run_1/clock_map.png
(4 px per um)
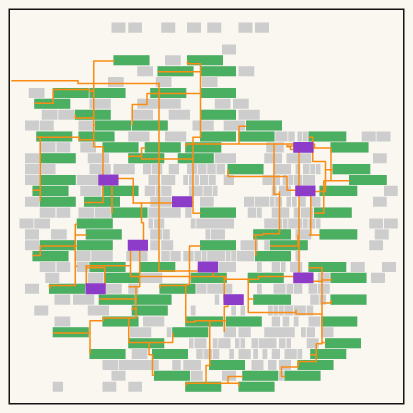
run_1/cell_classes.png
(4 px per um) Fill, decap, tap and diode cells in gray.
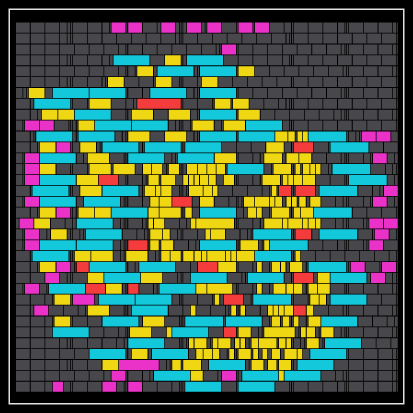
run_1/met2.png
(4 px per um)
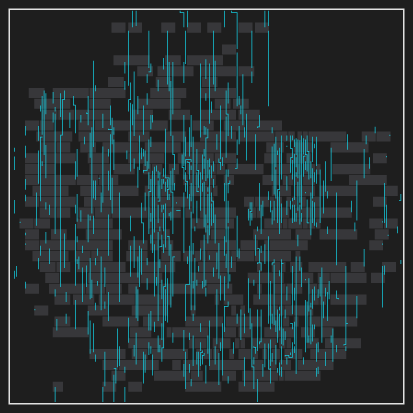
run_1/port_nets.png
(4 px per um)
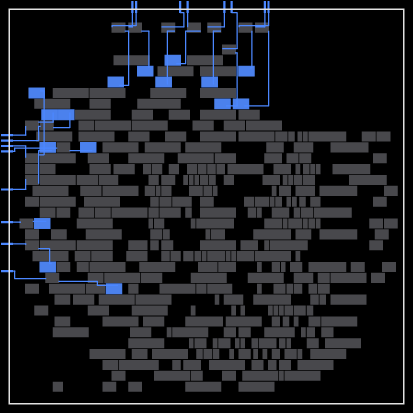
===== config.mk =====
export PLATFORM = sky130hd
export DESIGN_NAME = seven_seg_mux
export DESIGN_NICKNAME = d
export VERILOG_FILES = /design/src/rtl/seven_seg_mux.sv
export SDC_FILE = /design/constraint.sdc
export NUM_CORES = 1
export LEC_CHECK = 0
export CAP_MARGIN = 30
export CORE_UTILIZATION = 40
export CTS_BUF_LIST = sky130_fd_sc_hd__clkbuf_4 sky130_fd_sc_hd__clkbuf_8
export CTS_CLUSTER_DIAMETER = 100
export DETAILED_ROUTE_END_ITERATION = 8
export GPL_ROUTABILITY_DRIVEN = 0
export PLACE_DENSITY = 0.7
export SETUP_SLACK_MARGIN = 0.4
export SLEW_MARGIN = 20
export SYNTH_ARGS = -nofsm -noshare
export SYNTH_HDL_FRONTEND = slang
export SYNTH_SLANG_ARGS = --single-unit
export TNS_END_PERCENT = 30

===== constraint.sdc =====
create_clock -name clk -period 7 [get_ports clk]
set_clock_uncertainty 0.1 [all_clocks]
set_input_delay 1.4 -clock clk [delete_from_list [all_inputs] [get_ports clk]]
set_output_delay 1.4 -clock clk [all_outputs]
set_load 0.005 [all_outputs]

===== src/rtl/seven_seg_mux.sv =====
// seven_seg_mux: time-multiplexed hex display driver with
// frame-synchronous loads, per-digit blanking and leading-zero suppression.
module seven_seg_mux #(
  parameter int DIGITS       = 4,
  parameter int REFRESH_DIV  = 50000,
  parameter int BLANK_CYCLES = 16,
  parameter bit ACTIVE_LOW   = 1'b1,
  parameter bit SYNC_FRAME   = 1'b1
) (
  input  logic                  clk,
  input  logic                  rst_n,
  input  logic                  load,
  input  logic [4*DIGITS-1:0]   data_in,
  input  logic [DIGITS-1:0]     dp_in,
  input  logic [DIGITS-1:0]     blank_in,
  input  logic                  lz_en,
  output logic [6:0]            seg,
  output logic                  dp,
  output logic [DIGITS-1:0]     an,
  output logic                  frame_done
);

  localparam int CW = (REFRESH_DIV > 1) ? $clog2(REFRESH_DIV) : 1;
  localparam int IW = (DIGITS > 1) ? $clog2(DIGITS) : 1;

  localparam logic [CW-1:0] CNT_MAX   = CW'(REFRESH_DIV - 1);
  localparam logic [CW-1:0] BLANK_END = CW'(BLANK_CYCLES);
  localparam logic [IW-1:0] IDX_MAX   = IW'(DIGITS - 1);

  localparam logic [6:0]        SEG_INV = {7{ACTIVE_LOW}};
  localparam logic [DIGITS-1:0] AN_INV  = {DIGITS{ACTIVE_LOW}};

  logic [CW-1:0]       cnt;
  logic [IW-1:0]       idx;
  logic                slot_end;
  logic                wrap;

  logic [4*DIGITS-1:0] disp_nib;
  logic [DIGITS-1:0]   disp_dp;
  logic [DIGITS-1:0]   disp_blank;
  logic [4*DIGITS-1:0] pend_nib;
  logic [DIGITS-1:0]   pend_dp;
  logic [DIGITS-1:0]   pend_blank;
  logic                pend_vld;

  logic [3:0]          cur_nib;
  logic                cur_dp;
  logic                cur_dark;
  logic                guard;
  logic [DIGITS-1:0]   sup;
  logic [6:0]          seg_n;
  logic                dp_n;
  logic [DIGITS-1:0]   an_n;

  function automatic logic [6:0] hex7(input logic [3:0] n);
    logic [6:0] s;
    unique case (n)
      4'h0: s = 7'h3F;
      4'h1: s = 7'h06;
      4'h2: s = 7'h5B;
      4'h3: s = 7'h4F;
      4'h4: s = 7'h66;
      4'h5: s = 7'h6D;
      4'h6: s = 7'h7D;
      4'h7: s = 7'h07;
      4'h8: s = 7'h7F;
      4'h9: s = 7'h6F;
      4'hA: s = 7'h77;
      4'hB: s = 7'h7C;
      4'hC: s = 7'h39;
      4'hD: s = 7'h5E;
      4'hE: s = 7'h79;
      4'hF: s = 7'h71;
    endcase
    return s;
  endfunction

  assign slot_end = (cnt == CNT_MAX);
  assign wrap     = slot_end && (idx == IDX_MAX);

  always_ff @(posedge clk or negedge rst_n) begin
    if (!rst_n) begin
      cnt <= '0;
      idx <= '0;
    end else if (slot_end) begin
      cnt <= '0;
      idx <= (idx == IDX_MAX) ? '0 : idx + IW'(1);
    end else begin
      cnt <= cnt + CW'(1);
    end
  end

  // Display takes the old pending image at wrap before a coincident load
  // refills pending, so the flag ends set in that case.
  always_ff @(posedge clk or negedge rst_n) begin
    if (!rst_n) begin
      disp_nib   <= '0;
      disp_dp    <= '0;
      disp_blank <= '0;
      pend_nib   <= '0;
      pend_dp    <= '0;
      pend_blank <= '0;
      pend_vld   <= 1'b0;
    end else if (SYNC_FRAME) begin
      if (wrap && pend_vld) begin
        disp_nib   <= pend_nib;
        disp_dp    <= pend_dp;
        disp_blank <= pend_blank;
      end
      if (load) begin
        pend_nib   <= data_in;
        pend_dp    <= dp_in;
        pend_blank <= blank_in;
        pend_vld   <= 1'b1;
      end else if (wrap) begin
        pend_vld   <= 1'b0;
      end
    end else if (load) begin
      disp_nib   <= data_in;
      disp_dp    <= dp_in;
      disp_blank <= blank_in;
    end
  end

  // Suppression runs from the top digit down; a set dp stops the run.
  always_comb begin
    logic run;
    sup = '0;
    run = lz_en;
    for (int d = DIGITS - 1; d >= 1; d--) begin
      run    = run && (disp_nib[4*d +: 4] == 4'h0) && !disp_dp[d];
      sup[d] = run;
    end
  end

  always_comb begin
    cur_nib  = '0;
    cur_dp   = 1'b0;
    cur_dark = 1'b0;
    an_n     = '0;
    guard    = (cnt < BLANK_END);
    for (int d = 0; d < DIGITS; d++) begin
      if (idx == IW'(d)) begin
        cur_nib  = disp_nib[4*d +: 4];
        cur_dp   = disp_dp[d];
        cur_dark = disp_blank[d] | sup[d];
        an_n[d]  = !guard;
      end
    end
    seg_n = (guard || cur_dark) ? 7'h00 : hex7(cur_nib);
    dp_n  = !guard && !cur_dark && cur_dp;
  end

  always_ff @(posedge clk or negedge rst_n) begin
    if (!rst_n) begin
      seg        <= SEG_INV;
      dp         <= ACTIVE_LOW;
      an         <= AN_INV;
      frame_done <= 1'b0;
    end else begin
      seg        <= seg_n ^ SEG_INV;
      dp         <= dp_n ^ ACTIVE_LOW;
      an         <= an_n ^ AN_INV;
      frame_done <= wrap;
    end
  end

endmodule


==> deck_impl_summary.md, run 1 <==
Synthesis and Place & Route Summary

Outcome
  • Result of the run: finished, violations left
  • Violations in the final reports: design-rule violations

Synthesis
  • Main flop type: sky130_fd_sc_hd__dfrtp_1
  • Fraction of the mapped netlist area in simple logic gates: between 10% and 20%
  • Distinct cell type count after synthesis: 49
  • Cell type with the largest total area: sky130_fd_sc_hd__dfrtp_1
  • Post-synth area from yosys stat: 0.003706 sq mm
  • Number of synthesized register bits: 80
  • Main logic family after synthesis: multiplexers
  • Synth warnings: 0
  • Fraction of registers with async set or reset after synthesis: 100.0%
  • Post-Syn Area: roughly 0.0037 sq mm
  • Synthesized net count: about 330
  • Number of cells in the yosys synthesis report: 289
  • Area share, top type: 45.91%
  • Yosys adder share: 3.714%
  • XOR Share, Synth: 3.545%
  • Number of synthesized flops with an enable pin: 0
  • Register share after synthesis: 54.42%
  • Post-synthesis compound-gate area fraction: 5.908%
  • Share of synthesized area spent on multiplexers: about 17%
  • Mean cell area of the mapped netlist: 12.82 sq um
  • Synthesized instance count: 289
  • Main area contributors: sky130_fd_sc_hd__dfrtp_1, sky130_fd_sc_hd__dfstp_2, sky130_fd_sc_hd__mux2_2, sky130_fd_sc_hd__mux2_4, sky130_fd_sc_hd__ha_1

Clock tree
  • Buffers inserted by post-CTS timing repair: 0
  • H-tree levels: 3
  • Longest Clk Path Bufs: 2
  • Total CTS buffers: 9
  • Clk latency late pin: 360 ps
  • Master cell of the clock root buffer: sky130_fd_sc_hd__clkbuf_8
  • Clock-pin slew reported for the worst setup and hold paths after clock tree synthesis: approximately 90 ps
  • CTS tree: built
  • Post-cts hold buffer count: 0
  • Number of gates resized after cts: 0
  • Count of clock tree sinks: 80

Layout
  • Clock-cell share of area: 4.687%
  • Share of cells above drive strength 1: 25.30%
  • Combinational share of cell area: a little over a third
  • Most common library cell in the layout ignoring fill and taps: sky130_fd_sc_hd__dfrtp_1
  • Comb area: 0.001598 sq mm
  • Most instantiated logic cells after routing: sky130_fd_sc_hd__dfrtp_1, sky130_fd_sc_hd__clkdlybuf4s50_1, sky130_fd_sc_hd__mux2_2
  • Area of all sequential standard cells: between 0.002 and 0.0025 sq mm
  • Flip-flop and latch share of the layout cell area: 45.51%
  • Net total in the final layout: 370
  • Clock Buffer Count: 9
  • Fillers: 773
  • Inverter tally of the final layout excluding the clock network: 9
  • Ant diodes: 0
  • Count of sequential standard cells: around 80
  • Relative area of non-clock buffer cells in the final design: 9.938%
  • Growth of design area from synthesis to finish: 19.58%
  • Number of multi-input combinational cells: 189
  • Repair and plain buffers: 42
  • Top cell class by occupied area: flip-flops and latches
  • Fraction of the core area covered by cells at the end of the flow: 50.08%

Route
  • DR vias: 2,337
  • Vias per inst: 5.264
  • Violation tally from detailed-route iteration zero: 101
  • # DRC: 2
  • Antenna Violating Nets Remaining: 0
  • Number of optimization iterations in the first detailed-route pass: 8
  • Wire length reported by the detailed router: between 6000 and 7000 um
  • Average detailed-routed wire length per instance: between 10 and 15 um

STA
  • Setup repair after global routing missed its margin: no
  • Total negative slack for setup checks: 0 ps
  • Final cycle utilization of the critical path: 42.24%
  • Final-report max-slew violation count: 0
  • Max-Slew Margin vs Limit: about two fifths
  • Hold Worst Slack: 398.2 ps
  • Worst-Margin Slew: 912.8 ps
  • Count of final hold-check violations: 0
  • Setup violation total in the final timing report: 0
  • Minimum clock period after layout: between 2000 and 3000 ps
  • Maximum clock rate: 338.2 MHz

Worst setup path
  • Path type of the worst setup path: in -> reg
  • Required time of the critical path: 7150 ps
  • Setup slack of the worst register-to-register path: 4150 ps
  • Launch instance of the worst register-to-register path: cnt[11]
  • Signal arrival time at the worst endpoint: between 3000 and 4000 ps
  • Critical Path Sink Type: flop
  • Critical Path Source Type: input port
  • Critical path peak fanout: 8
  • Launching element of the worst setup path: lz_en

Power and ir drop
  • Overall Power: approximately 0.9 mW
  • Leakage power summed over all cells: 2.039 nW
  • Max IR drop VDD: 0.1073 mV
  • Pwr per Cell Area: between 150 and 200 mW/mm^2

Global route
  • First-pass GRT wire length: 11,610 um
  • Global Route Usage Sum: 15.07%
  • Pin count of the biggest net entering global routing: between 80 and 90
  • Most used routing layer: met2
  • Grt ovf: 0
  • Global-route track usage on met1: 20.07%
  • Number of global-route vias before repair: around 2,500
  • GR Layer Usage met3: between 3 and 4%
  • GR Layer Usage met2: 23.89%
  • Antenna violations before repair: 0

Job
  • Tally of OpenROAD warnings: 34
  • Max capacitance violation total: 0

Hold path
  • Worst hold path type: reg -> reg
  • HP Start: cnt[0]

Floorplanning
  • Chip area: 0.009654 sq mm
  • Floorplan-stage core utilization: 41.88%
  • Width of the die: 98.26 um
  • Row count: 34
  • CORE AREA: about 0.0088 sq mm
  • Die Height: 98.26 um
  • I/O pin count: 41
  • Number of tap instances: roughly 110

Placement
  • Port Buffers: 40
  • Post-detail-place hpwl: 4541 um
Back to the opening pictures, clock_map.png:
[clock wires] orange | length: 969 um
[flip-flops] green | count: 80
[cells driving clock nets] purple | count: 9
routed clock nets	10

Back to the opening pictures, cell_classes.png:
class	color	cells	share of their area
other buffers and delay cells	magenta	42	10%
clock drivers and dummy loads	red	16	4.8%
all other logic	yellow	198	38%
flip-flops	cyan	80	47%

Back to the opening pictures, met2.png:
nets with wire on the layer	317
main direction	vertical

Back to the opening pictures, port_nets.png:
port	color	direction	edge	end cells	wire
data_in	blue	input	8 left, 8 top	16	325 um

[run 1: metrics by stage]
stage                     std cells  cell area (sq um)  worst slack (ps)
after CTS                       443               4404              4077
final                           444               4432              4043
after detailed placement        427               4197              3699
after floorplan                 289               3706              4425
after global placement          426               4182              3754
after global routing            444               4432              3907
[run 1: sequential cells by signal, indices dropped and copies added, names as in the netlist]
name and count:
seg 7, disp_dp 4, an 4, disp_nib 16, pend_nib 16, idx 2
pend_blank 4, disp_blank 4, dp 1, pend_dp 4, frame_done 1, pend_vld 1
cnt 16
[run 1: worst paths after layout]
| kind | to | depth (start not counted) |
|---|---|---|
| worst min register to register | cnt[0] | 1 |
| worst min-delay path | cnt[0] | 1 |
| max in group asynchronous | seg[0] | 2 |
| worst max-delay path | seg[2] | 5 |
| worst max register to register | disp_dp[0] | 5 |
| min in group asynchronous | pend_blank[1] | 1 |
[run 1: logic make-up (layout without fill, tap and decap cells)]
| family | after synthesis | count (layout) |
|---|---|---|
| AND-OR/OR-AND | 25 | 25 |
| buffers and inverters | 20 | 67 |
| multiplexers | 50 | 50 |
| XOR/XNOR | 15 | 15 |
| AND/OR/NAND/NOR | 88 | 88 |
| adder cells (fa/ha/maj) | 11 | 11 |
| flip-flops | 80 | 80 |
[run 1: worst max-delay path, stage by stage]
cell	delay (ps)
sky130_fd_sc_hd__clkdlybuf4s50_1	420
sky130_fd_sc_hd__nand3b_1	110
sky130_fd_sc_hd__o21ai_0	100
sky130_fd_sc_hd__a2111oi_2	860
sky130_fd_sc_hd__o311ai_1	210
[run 1: synthesized netlist by cell type (2+ instances only)]
library cell	instances
sky130_fd_sc_hd__dfrtp_1	68
sky130_fd_sc_hd__mux2_2	28
sky130_fd_sc_hd__nand2_1	24
sky130_fd_sc_hd__mux2_4	20
sky130_fd_sc_hd__nor2_1	18
sky130_fd_sc_hd__dfstp_2	12
sky130_fd_sc_hd__ha_1	11
sky130_fd_sc_hd__nand3_1	10
sky130_fd_sc_hd__inv_1	9
sky130_fd_sc_hd__xor2_1	9
sky130_fd_sc_hd__clkbuf_1	7
sky130_fd_sc_hd__nor2b_1	6
sky130_fd_sc_hd__xnor2_1	6
sky130_fd_sc_hd__nand3b_1	4
sky130_fd_sc_hd__nand4_1	4
sky130_fd_sc_hd__a21oi_1	3
sky130_fd_sc_hd__nand2b_1	3
sky130_fd_sc_hd__nor3_1	3
sky130_fd_sc_hd__nor3b_1	3
sky130_fd_sc_hd__nor4_1	3
sky130_fd_sc_hd__a211o_1	2
sky130_fd_sc_hd__a221oi_1	2
sky130_fd_sc_hd__a311o_1	2
sky130_fd_sc_hd__and3_1	2
sky130_fd_sc_hd__buf_6	2
sky130_fd_sc_hd__mux2i_1	2
sky130_fd_sc_hd__o211ai_1	2
sky130_fd_sc_hd__o21ai_0	2
sky130_fd_sc_hd__or3_1	2
[run 1: routing by layer]
metal,wire (um),part of all wire (%)
met5,0,0
met4,86,1.3
met3,224,3.4
met2,2996,46
met1,3186,49
[run 1: power by group]
group	internal (mW)	total [mW]	leakage, nW	switching, mW
combinational	0.0281	0.0447	0.936	0.0166
sequential	0.476	0.483	1.00	0.00745
clock	0.172	0.355	0.103	0.183
run_1/final_clocks.png
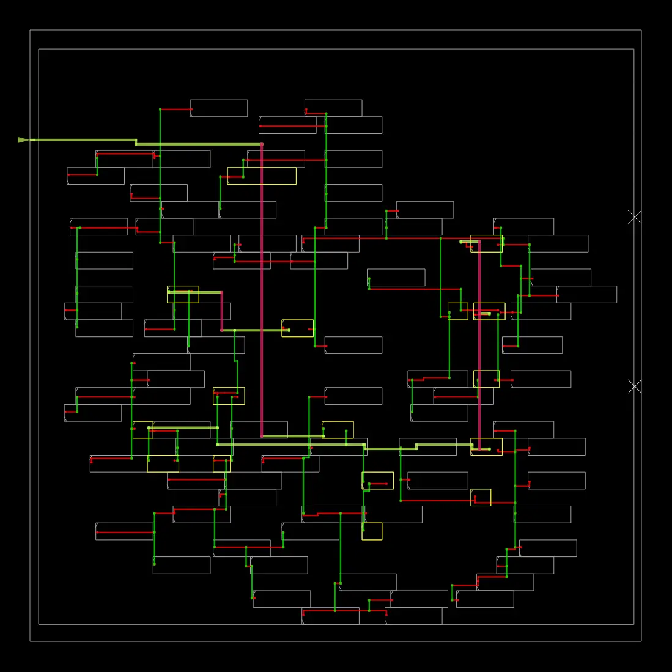

==> inputs of run 2 (changes only) <==
Clock period 7 ns to 3.05 ns, I/O delays scaled along.
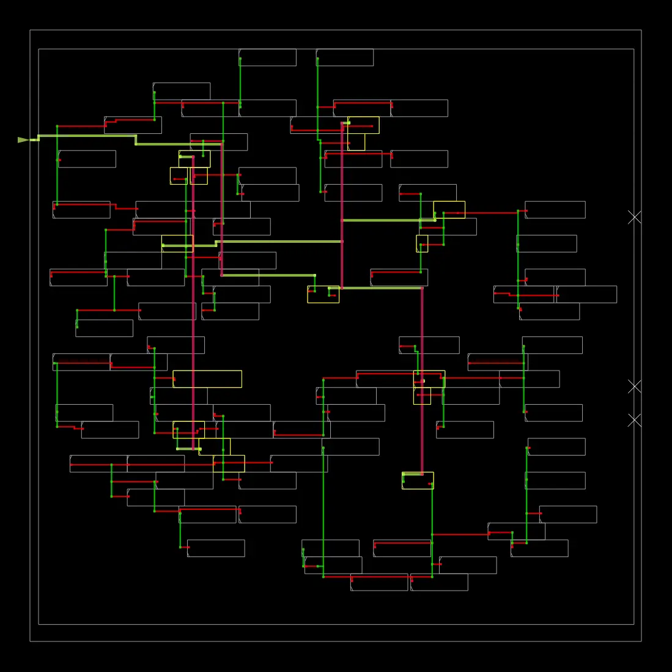
run_2/final_clocks.png
Clock Buffer Count: 13
total CTS buffers: 9
count of sequential standard cells: 80
count of clock tree sinks: 80

==> run 2 against run 1 <==
  * The run still ends with design-rule violations left
  * Sequential share of layout area decreased by 0.12 points
  * Via count decreased by 0.68%
  * Die size unchanged
  * Critical path depth increased by 3
  * First-iteration DRC count increased by 7.9%
==> deck_impl_summary.md, run 2 <==
Synthesis and Place & Route Summary

Global route
  • Antenna violations before repair: 0
  • Global Route Usage Sum: 15.08%
  • Pin count of the biggest net entering global routing: 81
  • First-pass GRT wire length: 11,390 um

Floorplanning
  • Row count: 34
  • Chip area: roughly 0.0097 sq mm
  • CORE AREA: roughly 0.0088 sq mm
  • Die Height: 98.26 um

Synthesis
  • Most repeated cell in the gate-level netlist after synthesis: sky130_fd_sc_hd__dfrtp_1
  • Synthesized instance count: 289
  • Number of synthesized flops with an enable pin: 0
  • Synth warnings: 0
  • Mean cell area of the mapped netlist: between 10 and 15 sq um
  • Post-synth area from yosys stat: 0.003706 sq mm
  • Number of synthesized register bits: about 80
  • Distinct cell type count after synthesis: 49
  • Area share, top type: 45.91%
  • Synthesized net count: around 330
  • Main flop type: sky130_fd_sc_hd__dfrtp_1
  • Post-synth top cells: sky130_fd_sc_hd__dfrtp_1, sky130_fd_sc_hd__mux2_2, sky130_fd_sc_hd__nand2_1, sky130_fd_sc_hd__mux2_4, sky130_fd_sc_hd__nor2_1
  • Main area contributors: sky130_fd_sc_hd__dfrtp_1, sky130_fd_sc_hd__dfstp_2, sky130_fd_sc_hd__mux2_2, sky130_fd_sc_hd__mux2_4, sky130_fd_sc_hd__ha_1

Worst setup path
  • Critical Path Source Type: flop
  • Setup slack of the worst register-to-register path: between 500 and 600 ps
  • Worst-path cell with the longest stage delay: sky130_fd_sc_hd__a221o_1
  • Top delay family on crit path: simple AND/OR/NAND/NOR gates
  • Critical Path Sink Type: flop
  • Worst Path Buf+Inv: 1
  • Ordered cell list for the critical path: inv_1 > ha_1 > nor2b_2 > nand2_1 > a221o_1 > ha_1 > or3_1 > o211ai_1
  • Critical path's largest stage delay: 410 ps
  • Critical R2R Capture: seg[1]
  • Worst Reg-to-Reg Cells: 8
  • Most used cell along the critical path: sky130_fd_sc_hd__ha_1
  • Signal arrival time at the worst endpoint: 2670 ps

Clock tree
  • H-tree levels: 3
  • Clock-pin slew reported for the worst setup and hold paths after clock tree synthesis: 80 ps
  • Clk latency late pin: 360 ps
  • CTS tree: built
  • Longest Clk Path Bufs: 2

STA
  • Final-report max-slew violation count: 0
  • Minimum clock period after layout: about 2500 ps
  • Final WS setup: 554.8 ps
  • Setup repair after global routing missed its margin: yes
  • Final cycle utilization of the critical path: 81.81%
  • Max-Slew Margin vs Limit: 60.54%
  • Total negative slack for setup checks: 0 ps
  • Hold Worst Slack: 86.75 ps
  • Setup violation total in the final timing report: 0
  • Count of final hold-check violations: 0

Layout
  • Net total in the final layout: 372
  • Largest registers: cnt: 16 flops, disp_nib: 16 flops, pend_nib: 16 flops
  • Ant diodes: 0
  • Most common library cell in the layout ignoring fill and taps: sky130_fd_sc_hd__dfrtp_1
  • Share of cells above drive strength 1: 26.63%

Outcome
  • Result of the run: finished, violations left
  • Violations in the final reports: design-rule violations

Route
  • # DRC: 3
  • Top metal layer carrying routed signals: met4
  • Violation tally from detailed-route iteration zero: around 110
  • Sum of met2 wire segment lengths after detailed routing: 2975 um
  • Wire length reported by the detailed router: 6688 um
  • DR vias: between 2,000 and 2,500
  • Routed met3 length: 290 um
  • Vias per inst: 5.204
  • Wire length on met1: 3268 um

Hold path
  • Worst hold path type: in -> async

Power and ir drop
  • Pwr per Cell Area: around 450 mW/mm^2
  • Overall Power: 2.006 mW

Placement
  • Port Buffers: 40

Job
  • Tally of OpenROAD warnings: 36
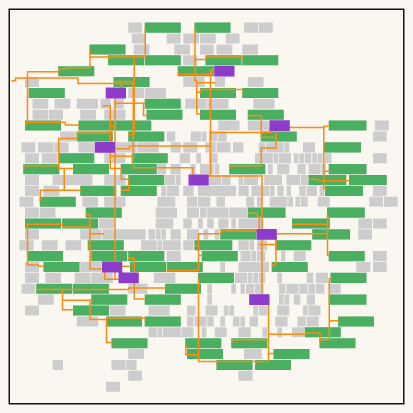
run_2/clock_map.png
(4 px per um)
clock network fraction of design power: 39.6%
clock network power: 0.794 mW

[run 2: logic make-up (layout without fill, tap and decap cells)]
logic type	Yosys count	count (layout)	synth area share (%)
AND/OR/NAND/NOR	88	88	12.80
flip-flops	80	80	54.42
multiplexers	50	50	17.15
AND-OR/OR-AND	25	25	5.909
buffers and inverters	20	69	2.464
XOR/XNOR	15	15	3.545
adder cells (fa/ha/maj)	11	11	3.714
[run 2: layout make-up]
cell class	instances	area (sq um)
Multi-Input combinational cell	189	1607
Clock inverter	3	42.54
Clock buffer	13	160.2
Inverter	9	33.78
Sequential cell	80	2017
Timing Repair Buffer	44	447.9
Tap cell	108	135.1
Fill cell	801	4405
[run 2: per-layer routing]
layer | GRT usage, % | up-vias
met5 | 0 | -
met3 | 3.078 | 16
met4 | 7.463 | 0
met2 | 22.16 | 60
li1 | - | 1104
met1 | 21.25 | 1141
[run 2: through the flow]
| stage | utilization [%] | std cells | cell area [sq um] |
|---|---|---|---|
| 2_1_floorplan | - | 289 | 3706 |
| 3_3_place_gp | 47.43 | 428 | 4197 |
| 3_5_place_dp | 47.43 | 428 | 4197 |
| 4_1_cts | 49.72 | 444 | 4399 |
| 5_1_grt | 50.21 | 446 | 4443 |
| 6_report | 50.21 | 446 | 4443 |
[run 2: worst max-delay path by stage]
| stage | startpoint | endpoint | slack, ps | cells past startpoint |
|---|---|---|---|---|
| 6_report | idx[1] | seg[1] | 550 | 8 |
| 5_1_grt | idx[1] | seg[6] | 390 | 10 |
| 4_1_cts | idx[1] | seg[0] | 360 | 10 |
| 3_5_place_dp | idx[1] | seg[0] | 380 | 10 |
| 3_3_place_gp | idx[0] | seg[0] | 460 | 8 |
| 2_1_floorplan | idx[0] | seg[0] | 700 | 10 |
[run 2: timing repair]
action / CTS / global route
pin swaps: 1 / 1
hold buffers: 0 / 0
setup buffers: 0 / 1
setup endpoints to repair: 4 / 8
gates resized: 0 / 3
[run 2: where the power goes]
part           switching, mW  internal, mW  leakage, nW  total (mW)
Combinational         0.0381        0.0635        0.942       0.102
Clock                  0.366         0.427        0.104       0.794
Sequential            0.0179          1.09         1.00        1.11
Power and IR drop assume default switching activity.
